$ cat src/rtl/reduct_pkg.sv
// Shared types and elaboration helpers for the registered bitwise reduction tree.
package reduct_pkg;

    typedef enum logic [1:0] {
        OP_AND,
        OP_OR,
        OP_XOR
    } reduct_op_t;

    function automatic bit op_str_ok(input string s);
        return (s == "and") || (s == "or") || (s == "xor");
    endfunction

    // Unknown strings are rejected in reduct_pipe via op_str_ok.
    function automatic reduct_op_t op_from_str(input string s);
        if (s == "and") return OP_AND;
        if (s == "xor") return OP_XOR;
        return OP_OR;
    endfunction

    // ceil(log2(n)); 0 for n <= 1.
    function automatic int unsigned calc_lvl(input int unsigned n);
        int unsigned l;
        l = 0;
        while ((l < 31) && ((32'd1 << l) < n)) l++;
        return l;
    endfunction

    // Words remaining after l levels of pairwise combining.
    function automatic int unsigned words_at(input int unsigned n, input int unsigned l);
        int unsigned r;
        r = n;
        for (int unsigned i = 0; i < l; i++) r = (r + 1) / 2;
        return r;
    endfunction

endpackage

$ cat src/rtl/reduct_level.sv
// One tree level: combines adjacent word pairs, an odd leftover word passes through.
module reduct_level
    import reduct_pkg::*;
#(
    parameter int unsigned N    = 2,
    parameter int unsigned DATA = 16,
    parameter reduct_op_t  OP   = OP_OR
) (
    input  logic [N-1:0][DATA-1:0]         in_i,
    output logic [(N+1)/2-1:0][DATA-1:0]   out_o
);

    for (genvar i = 0; i < N / 2; i++) begin : g_pair
        assign out_o[i] = (OP == OP_AND) ? (in_i[2*i] & in_i[2*i+1]) :
                          (OP == OP_OR)  ? (in_i[2*i] | in_i[2*i+1]) :
                                           (in_i[2*i] ^ in_i[2*i+1]);
    end

    if (N % 2 == 1) begin : g_odd
        assign out_o[N/2] = in_i[N-1];
    end

endmodule

$ cat src/rtl/reduct_pipe.sv
// Registered IN-word bitwise AND/OR/XOR reduction with optional inversion.
// Define REDUCT_PIPE_EN to register every tree level (latency LVL+1 instead of 1).
module reduct_pipe
    import reduct_pkg::*;
#(
    parameter string       OPE  = "or",
    parameter int unsigned NOT  = 0,
    parameter int unsigned IN   = 4,
    parameter int unsigned DATA = 16
) (
    input  logic                     clk,
    input  logic                     reset_,
    input  logic                     in_valid,
    input  logic [IN-1:0][DATA-1:0]  in,
    output logic                     out_valid,
    output logic [DATA-1:0]          out
);

    localparam reduct_op_t  Op  = op_from_str(OPE);
    localparam int unsigned Lvl = calc_lvl(IN);

    if (!op_str_ok(OPE)) begin : g_bad_ope
        $error("reduct_pipe: OPE must be \"and\", \"or\" or \"xor\"");
    end
    if (IN < 1 || DATA < 1) begin : g_bad_size
        $error("reduct_pipe: IN and DATA must be >= 1");
    end

    for (genvar l = 0; l < Lvl; l++) begin : g_lvl
        localparam int unsigned NI = words_at(IN, l);
        localparam int unsigned NO = words_at(IN, l + 1);

        logic [NI-1:0][DATA-1:0] d_in;
        logic                    v_in;
        logic [NO-1:0][DATA-1:0] d_comb;
        logic [NO-1:0][DATA-1:0] d_out;
        logic                    v_out;

        if (l == 0) begin : g_first
            assign d_in = in;
            assign v_in = in_valid;
        end else begin : g_next
            assign d_in = g_lvl[l-1].d_out;
            assign v_in = g_lvl[l-1].v_out;
        end

        reduct_level #(
            .N    (NI),
            .DATA (DATA),
            .OP   (Op)
        ) u_level (
            .in_i  (d_in),
            .out_o (d_comb)
        );

`ifdef REDUCT_PIPE_EN
        logic [NO-1:0][DATA-1:0] stage_q;
        logic                    stage_v_q;

        always_ff @(posedge clk or negedge reset_) begin
            if (!reset_) begin
                stage_q   <= '0;
                stage_v_q <= 1'b0;
            end else begin
                stage_q   <= d_comb;
                stage_v_q <= v_in;
            end
        end

        assign d_out = stage_q;
        assign v_out = stage_v_q;
`else
        assign d_out = d_comb;
        assign v_out = v_in;
`endif
    end

    logic [DATA-1:0] tree_d;
    logic            tree_v;

    if (Lvl == 0) begin : g_flat
        assign tree_d = in[0];
        assign tree_v = in_valid;
    end else begin : g_tree
        assign tree_d = g_lvl[Lvl-1].d_out[0];
        assign tree_v = g_lvl[Lvl-1].v_out;
    end

    logic [DATA-1:0] out_d, out_q;
    logic            out_valid_q;

    // Inversion sits after the tree only, so reset still yields out == 0.
    always_comb begin
        out_d = tree_d;
        if (NOT != 0) out_d = ~tree_d;
    end

    always_ff @(posedge clk or negedge reset_) begin
        if (!reset_) begin
            out_q       <= '0;
            out_valid_q <= 1'b0;
        end else begin
            out_q       <= out_d;
            out_valid_q <= tree_v;
        end
    end

    assign out       = out_q;
    assign out_valid = out_valid_q;

endmodule

$ cat config.mk
export PLATFORM = sky130hd
export DESIGN_NAME = reduct_pipe
export DESIGN_NICKNAME = d
export VERILOG_FILES = /design/src/rtl/reduct_pkg.sv /design/src/rtl/reduct_level.sv /design/src/rtl/reduct_pipe.sv
export SDC_FILE = /design/constraint.sdc
export NUM_CORES = 1
export LEC_CHECK = 0
export CAP_MARGIN = 20
export CORE_ASPECT_RATIO = 0.8
export CORE_MARGIN = 2
export CORE_UTILIZATION = 20
export DETAILED_ROUTE_END_ITERATION = 10
export HOLD_SLACK_MARGIN = 0.15
export PLACE_DENSITY = 0.75
export SLEW_MARGIN = 5
export SYNTH_ARGS = -nofsm -noshare
export SYNTH_HDL_FRONTEND = slang
export SYNTH_SLANG_ARGS = --single-unit
$ cat constraint.sdc
create_clock -name clk -period 0.8 [get_ports clk]
set_clock_uncertainty 0.1 [all_clocks]
set_input_delay 0.24 -clock clk [delete_from_list [all_inputs] [get_ports clk]]
set_output_delay 0.24 -clock clk [all_outputs]
set_load 0.01 [all_outputs]
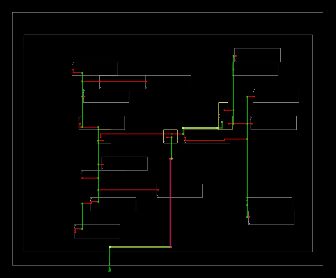
(clock wiring as the flow saved it)
FFs & Latches: 17
power drawn by the clock network: 0.000436 W
# clk buffers: 3
clock sink total: 17

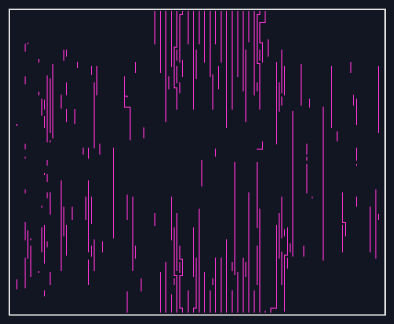
(the metal 2 layer)
Drawn at 6 px/micron.
main direction: vertical
nets with wire on the layer: 160
longest straight run: 25.5 microns
share of all routed wire: 54%

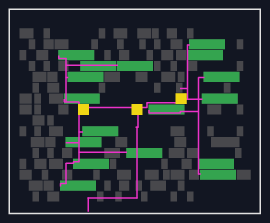
(clock wires, drivers and flops)
Drawn at 4 px/micron.
[yellow] clock-net drivers | count: 3
[green] flip-flops | count: 17
[magenta] clock wires | length: 200 microns
routed clock nets: 4

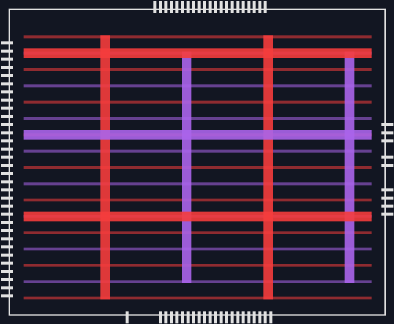
(PDN straps and rails)
Drawn at 6 px/micron. Pins as bars on the die edge.
[red] VSS
[purple] VDD
met4 straps: 4
met1 rails: 17
signal pins: 84
rows: 16
met5 straps: 3

==> results.cfg <==
; generated from flow reports
[logic_synthesis]
synth_top_area_share = 0.780
synth.ff_latch_count = 17
yosys.area_share.simple = 0.220
syn_area_per_cell_sq_um = 16.5
synth.yosys.num_cells = 33
edf_count = 0
netlist_top_cells_count = sky130_fd_sc_hd__dfrtp_1, sky130_fd_sc_hd__or4_1
mappedNetlistNets = 100
synth_sequential_area_ratio = 0.780
mux_area_frac = 0
yosys_warnings = 0

[route]
met2RoutedLength_microns = 980
dr_wl_met3_microns = 210
via_count = 630
wire_length_reported_by_the_detailed_router_microns = 1810

[die]
die_width_microns = 62.4
coreArea_sq_um = 2520
rows = 16

[grt]
antenna_found_initial = 0
grt_first_pass_wirelength_microns = 2900
globalRouteMet2Util = 0.228
gr-usage-met1 = 0.116
globalRouteOverflowTotal = 0

[sta]
tns_ns = -5.46
setup_viol_count_final = 21
slew_headroom = 0.917
setup_slack_ns = -0.328

[placed_design]
number_of_placed_instances_taps_included = 153

[worst_setup_path]
cp.arrival_ns = 0.79
critPathCaptureType = output pin
slowest_stage = sky130_fd_sc_hd__dfrtp_1

[outcome]
failing_checks = setup timing
outcome = finished, violations left

[finish]
non_clock_buffers = 84
seqCellArea_sq_um = 425
final_cell_mix = sky130_fd_sc_hd__buf_2, sky130_fd_sc_hd__dfrtp_1, sky130_fd_sc_hd__or4_1, sky130_fd_sc_hd__clkdlybuf4s15_1, sky130_fd_sc_hd__dlygate4sd2_1
layout.cells.largest_class = buffers
nonClockInverterCount = 0
finalCoreUtilization = 0.481
final_layout_size_suffix_gt1_frac = 0.479

[power_and_ir_drop]
total_power_w = 0.00159
leakagePower_nw = 0.542

[clocking]
clock_path_buffers = 2
total_clock_buffers_created_by_cts = 3
## sequential cells by signal, indices dropped and copies added, names as in the netlist
register,count
out,16
out_valid,1
## how the worst max path moves through the flow
stage                 startpoint                 to  slack (ns)  depth (start not counted)
2_1_floorplan             in[16]   out[0]$_DFF_PN0_       -0.17                          1
3_3_place_gp              in[25]   out[9]$_DFF_PN0_       -0.60                          2
3_5_place_dp              in[27]  out[11]$_DFF_PN0_       -0.61                          2
4_1_cts         out[9]$_DFF_PN0_             out[9]       -0.35                          1
5_1_grt        out[10]$_DFF_PN0_            out[10]       -0.40                          1
6_report       out[11]$_DFF_PN0_            out[11]       -0.33                          1
## power breakdown
group          leakage (nW)  switching (W)  internal, W
logic                 0.367      0.0000791     0.000188
registers             0.158     0.00000541     0.000881
clock network        0.0177       0.000250     0.000185
No activity file was given, so power comes from the tool's default toggle rates.
